`config.mk`:
```
export PLATFORM = sky130hd
export DESIGN_NAME = bitonic_sort_pipe
export DESIGN_NICKNAME = d
export VERILOG_FILES = /design/src/rtl/bitonic_pkg.sv /design/src/rtl/bitonic_sort_pipe_cmp_swap.sv /design/src/rtl/bitonic_sort_pipe.sv
export SDC_FILE = /design/constraint.sdc
export NUM_CORES = 1
export LEC_CHECK = 0
export ABC_AREA = 1
export CELL_PAD_IN_SITES_DETAIL_PLACEMENT = 0
export CELL_PAD_IN_SITES_GLOBAL_PLACEMENT = 1
export CORE_UTILIZATION = 40
export CTS_BUF_LIST = sky130_fd_sc_hd__clkbuf_16
export DETAILED_ROUTE_END_ITERATION = 6
export GPL_TIMING_DRIVEN = 0
export PLACE_DENSITY = 0.82
export SYNTH_ARGS = -nofsm -noshare
export SYNTH_HDL_FRONTEND = slang
export SYNTH_SLANG_ARGS = --single-unit
export TNS_END_PERCENT = 5
```
`constraint.sdc`:
```
create_clock -name clk -period 14 [get_ports clk]
set_clock_uncertainty 0.15 [all_clocks]
set_input_delay 2.8 -clock clk [delete_from_list [all_inputs] [get_ports clk]]
set_output_delay 2.8 -clock clk [all_outputs]
set_load 0.05 [all_outputs]
```
`src/rtl/bitonic_pkg.sv`:
```
// Shared helpers for the bitonic sorter: column count and per-column pairing/direction.
// Optional index tracking is enabled by defining SORT_INDEX_EN.
package bitonic_pkg;

  function automatic int stages(input int log2n);
    return log2n * (log2n + 1) / 2;
  endfunction

  // Column col belongs to merge size 2**s and compares elements 2**t apart.
  function automatic int col_dist(input int log2n, input int col);
    int cnt;
    int d;
    cnt = 0;
    d = 1;
    for (int s = 1; s <= log2n; s++) begin
      for (int t = s - 1; t >= 0; t--) begin
        if (cnt == col) d = 1 << t;
        cnt++;
      end
    end
    return d;
  endfunction

  function automatic logic col_desc(input int log2n, input int col, input int idx);
    int cnt;
    logic r;
    cnt = 0;
    r = 1'b0;
    for (int s = 1; s <= log2n; s++) begin
      for (int t = s - 1; t >= 0; t--) begin
        if (cnt == col) r = ((idx >> s) & 1) != 0;
        cnt++;
      end
    end
    return r;
  endfunction

endpackage

```
`src/rtl/bitonic_sort_pipe_cmp_swap.sv`:
```
// Combinational compare-exchange cell; swaps only on strict disorder, so ties never move.
// With SORT_INDEX_EN the element's original position travels with it.
module cmp_swap
  import bitonic_pkg::*;
#(
  parameter int W      = 8,
  parameter int SIGNED = 0
`ifdef SORT_INDEX_EN
  ,
  parameter int IW     = 1
`endif
) (
  input  logic          desc_i,
  input  logic [W-1:0]  lo_i,
  input  logic [W-1:0]  hi_i,
`ifdef SORT_INDEX_EN
  input  logic [IW-1:0] lo_idx_i,
  input  logic [IW-1:0] hi_idx_i,
  output logic [IW-1:0] lo_idx_o,
  output logic [IW-1:0] hi_idx_o,
`endif
  output logic [W-1:0]  lo_o,
  output logic [W-1:0]  hi_o
);
  typedef logic [W-1:0] elem_t;

  logic lo_gt;
  logic hi_gt;
  logic swap;

  always_comb begin
    lo_gt = 1'b0;
    hi_gt = 1'b0;
    if (SIGNED != 0) begin
      lo_gt = $signed(lo_i) > $signed(hi_i);
      hi_gt = $signed(hi_i) > $signed(lo_i);
    end else begin
      lo_gt = lo_i > hi_i;
      hi_gt = hi_i > lo_i;
    end
    swap = desc_i ? hi_gt : lo_gt;
  end

  assign lo_o = swap ? elem_t'(hi_i) : elem_t'(lo_i);
  assign hi_o = swap ? elem_t'(lo_i) : elem_t'(hi_i);
`ifdef SORT_INDEX_EN
  assign lo_idx_o = swap ? hi_idx_i : lo_idx_i;
  assign hi_idx_o = swap ? lo_idx_i : hi_idx_i;
`endif

endmodule

```
`src/rtl/bitonic_sort_pipe.sv`:
```
// Pipelined bitonic sorter, one register bank per compare column (latency = stages(LOG2N)).
// Single global advance stalls every bank when the output is held; SORT_INDEX_EN adds out_idx.
module bitonic_sort_pipe
  import bitonic_pkg::*;
#(
  parameter int W      = 8,
  parameter int LOG2N  = 3,
  parameter int SIGNED = 0
) (
  input  logic                      clk,
  input  logic                      rst,
  input  logic                      in_valid,
  output logic                      in_ready,
  input  logic                      in_desc,
  input  logic [(2**LOG2N)*W-1:0]   in_data,
  output logic                      out_valid,
  input  logic                      out_ready,
  output logic [(2**LOG2N)*W-1:0]   out_data,
`ifdef SORT_INDEX_EN
  output logic [(2**LOG2N)*LOG2N-1:0] out_idx,
`endif
  output logic                      out_desc
);
  localparam int N  = 2 ** LOG2N;
  localparam int ST = stages(LOG2N);

  typedef logic [W-1:0]     elem_t;
  typedef logic [LOG2N-1:0] idx_t;

  elem_t col_in [ST][N];
  elem_t dat_d  [ST][N];
  elem_t dat_q  [ST][N];
  logic  col_dsc[ST];
  logic  vld_q  [ST];
  logic  desc_q [ST];
  logic  adv;

  assign adv       = !vld_q[ST-1] || out_ready;
  assign in_ready  = adv;
  assign out_valid = vld_q[ST-1];
  assign out_desc  = desc_q[ST-1];

`ifdef SORT_INDEX_EN
  idx_t idx_in[ST][N];
  idx_t idx_d [ST][N];
  idx_t idx_q [ST][N];
`endif

  for (genvar c = 0; c < ST; c++) begin : g_col
    if (c == 0) begin : g_first
      assign col_dsc[c] = in_desc;
      for (genvar i = 0; i < N; i++) begin : g_in
        assign col_in[c][i] = in_data[i*W +: W];
`ifdef SORT_INDEX_EN
        assign idx_in[c][i] = idx_t'(i);
`endif
      end
    end else begin : g_rest
      assign col_dsc[c] = desc_q[c-1];
      for (genvar i = 0; i < N; i++) begin : g_in
        assign col_in[c][i] = dat_q[c-1][i];
`ifdef SORT_INDEX_EN
        assign idx_in[c][i] = idx_q[c-1][i];
`endif
      end
    end

    for (genvar p = 0; p < N / 2; p++) begin : g_cell
      localparam int   D  = col_dist(LOG2N, c);
      localparam int   LO = (p / D) * 2 * D + (p % D);
      localparam int   HI = LO + D;
      localparam logic CD = col_desc(LOG2N, c, LO);

      cmp_swap #(
        .W      (W),
        .SIGNED (SIGNED)
`ifdef SORT_INDEX_EN
        ,
        .IW     (LOG2N)
`endif
      ) u_cs (
        .desc_i   (CD ^ col_dsc[c]),
        .lo_i     (col_in[c][LO]),
        .hi_i     (col_in[c][HI]),
`ifdef SORT_INDEX_EN
        .lo_idx_i (idx_in[c][LO]),
        .hi_idx_i (idx_in[c][HI]),
        .lo_idx_o (idx_d[c][LO]),
        .hi_idx_o (idx_d[c][HI]),
`endif
        .lo_o     (dat_d[c][LO]),
        .hi_o     (dat_d[c][HI])
      );
    end
  end

  for (genvar i = 0; i < N; i++) begin : g_out
    assign out_data[i*W +: W] = dat_q[ST-1][i];
`ifdef SORT_INDEX_EN
    assign out_idx[i*LOG2N +: LOG2N] = idx_q[ST-1][i];
`endif
  end

  always_ff @(posedge clk or posedge rst) begin
    if (rst) begin
      for (int c = 0; c < ST; c++) begin
        vld_q[c]  <= 1'b0;
        desc_q[c] <= 1'b0;
        for (int i = 0; i < N; i++) begin
          dat_q[c][i] <= '0;
`ifdef SORT_INDEX_EN
          idx_q[c][i] <= '0;
`endif
        end
      end
    end else if (adv) begin
      vld_q[0]  <= in_valid;
      desc_q[0] <= in_desc;
      for (int c = 1; c < ST; c++) begin
        vld_q[c]  <= vld_q[c-1];
        desc_q[c] <= desc_q[c-1];
      end
      for (int c = 0; c < ST; c++) begin
        for (int i = 0; i < N; i++) begin
          dat_q[c][i] <= dat_d[c][i];
`ifdef SORT_INDEX_EN
          idx_q[c][i] <= idx_d[c][i];
`endif
        end
      end
    end
  end

endmodule

```
**Track usage over the die**

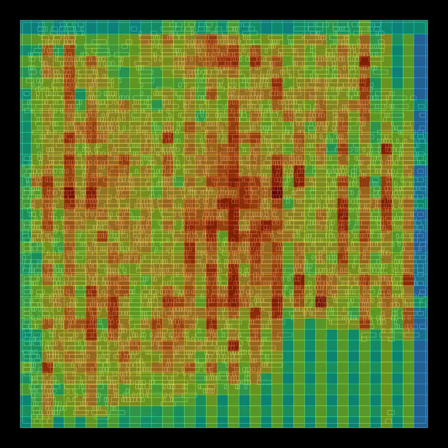
GRT busiest layer: met2
met2 Use GR: 0.384
grt met1 use: 0.306
met3 usage: 0.0244

**Signal wires by layer**

Bar = 100 µm. Two of the layers only.
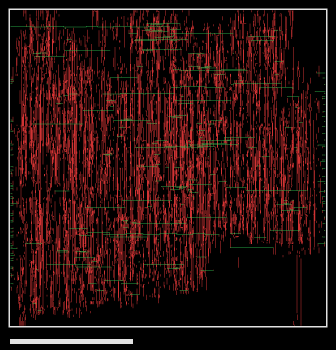
M3 -> green  # wire length 2510 µm
M2 -> red  # wire length 34.9 mm

==> metrics.yaml <==
status:
  status: "completed"
cells_and_area:
  regArea_mm2: 0.00991
  fill_cells: 6685
  n_antenna_cell: 0
  layout_top_cells: "nand2_1 (1409), nand3_1 (768), inv_1 (482), dfrtp_1 (396), ha_1 (192)"
  stdcell_area_mm2: 0.0301
  layout_top_cell: "nand2_1"
  layout-drive-gt1-share: 0.0774
  final-comb-area_mm2: 0.0134
  fin_util: 0.467
detailed_routing:
  first_pass_iters: 7
  wire_per_inst_um: 15.5
  vias: 23294
  antenna_left: 0
  drc: 0
  wl_mm: 73.7
final_timing:
  period_needed_ns: 7.67
  min_period_over_period: 0.548
  hold_ws_ns: 0.302
  fin_ws_ns: 6.33
  max_freq_mhz: 130
  hold_violations: 0
  final-max-slew-violation-count: 0
  slew_headroom: 0.316
  rsz0062_at_grt: "no"
  tightest_slew_ns: 1.03
  finalSetupViolations: 0
flow_run:
  warning_count: 30
  cap_violations: 0
worst_setup_path:
  arrival_ns: 4.72
  cp_slowest_cell: "clkdlybuf4s50_1"
  cp.required_ns: 11.05
  worst_path_most_repeated_cell: "clkdlybuf4s50_1"
  end_kind: "output pin"
  crit_fanout: 10
  critPathMaxStageDelay_ns: 0.88
  path_cells: "clkdlybuf4s50_1 -> nor2_2 -> inv_2 -> buf_2 -> clkdlybuf4s50_1"
synthesis:
  yosys_area_mm2: 0.0260
  syn_nets: 3931
  yosys_cells: 3670
  edf_count: 0
  synth.distinct_cells: 23
  syn_inst: 3670
  topCellsByArea: "dfrtp_1 (38%), nand2_1 (20%), nand3_1 (15%)"
  synth-seq-cells: 396
  synth-async-reset-ratio: 1.00
  top_cell_area_share: 0.381
  largest_area_cell: "dfrtp_1"
  ys_seq_share: 0.381
  syn_avg_cell_area_um2: 7.09
  yosys_warnings: 0
grt:
  overflow: 0
  first_global_vias: 22141
  track_usage: 0.227
  grt_max_degree: 112
clock_network:
  clk_path_buf_depth: 3
  post_cts_buffers: 0
  cts_hold_buf: 0
  cts_buffers: 46
  worstSkewPairLatency_ns: 0.58
  htreeDepth: 2
  cts_root_buf: "clkbuf_16"
  clkTransAtPathRegs_ns: 0.05
  post_cts_resized: 0
floorplanning:
  rows: 93
  die_y_um: 257
  ios: 136
  core_mm2: 0.0643
  initCoreUtil: 0.404
  dieArea_mm2: 0.0661
placement:
  place_ws_ns: 6.34
  dpl.hpwl_mm: 57.6
  placed_cell_area_mm2: 0.0285
  numPortBuffers: 134
  place_congestion: 0.900
hold_path:
  hp-class: "reg2reg"
## metal layers
metal  vias up  wire length [µm]
met5         -                 0
met4         0              2100
met3       102              2510
met2       452             34900
met1     10719             34200
li1      12021                 -
## Yosys cell counts (24+ instances only)
| master | count |
|---|---|
| inv_1 | 473 |
| ha_1 | 192 |
| a21o_1 | 24 |
| nand3_1 | 768 |
| a21oi_1 | 61 |
| buf_2 | 88 |
| dfrtp_1 | 396 |
| buf_6 | 24 |
| nor2_1 | 50 |
| nand2_4 | 48 |
| nand2_1 | 1409 |
| clkbuf_1 | 39 |
## area by class of cell
type / count / area share
tap: 855 / 0.0356
inverter: 478 / 0.0599
clock inverter: 36 / 0.0134
multi-input combinational: 2634 / 0.446
buffer: 162 / 0.0300
clock buffer: 46 / 0.0383
timing repair buffer: 137 / 0.0474
sequential: 396 / 0.330
## worst max-delay path, delay by kind of cell
kind	cells	cell delay (ns)
buffers and inverters	4	1.82
and+or+nand+nor	1	0.10
## flip-flops by register name (all words and copies together), names as in the netlist
register / count
out_desc: 1
out_valid: 1
out_data: 64
col_dsc: 5
col_in: 320
vld_q: 5
## cells by family after synthesis
family,count (synthesis),share of synthesized area
and+or+nand+nor,2349,0.403
AOI/OAI and AO/OA,93,0.0203
adders and majority gates,192,0.0923
DFF,396,0.381
buffers and inverters,640,0.104
## final timing paths
kind,startpoint,to,slack (ns),depth (start not counted)
worst max-delay path,out_ready,in_ready,6.33,5
min in group asynchronous,rst,col_in[63],2.60,2
worst min register to register,vld_q[1],out_valid,0.30,2
worst min-delay path,vld_q[1],out_valid,0.30,2
max in group asynchronous,rst,col_in[266],9.63,4
worst max register to register,out_valid,col_in[39],11.66,6
## through the flow
| step | cells | setup TNS, ns |
|---|---|---|
| 3_5_place_dp | 4662 | 0 |
| 4_1_cts | 4744 | 0 |
| 3_3_place_gp | 4659 | -1929.45 |
| 2_1_floorplan | 3670 | 0 |
| 6_report | 4744 | 0 |
| 5_1_grt | 4744 | 0 |
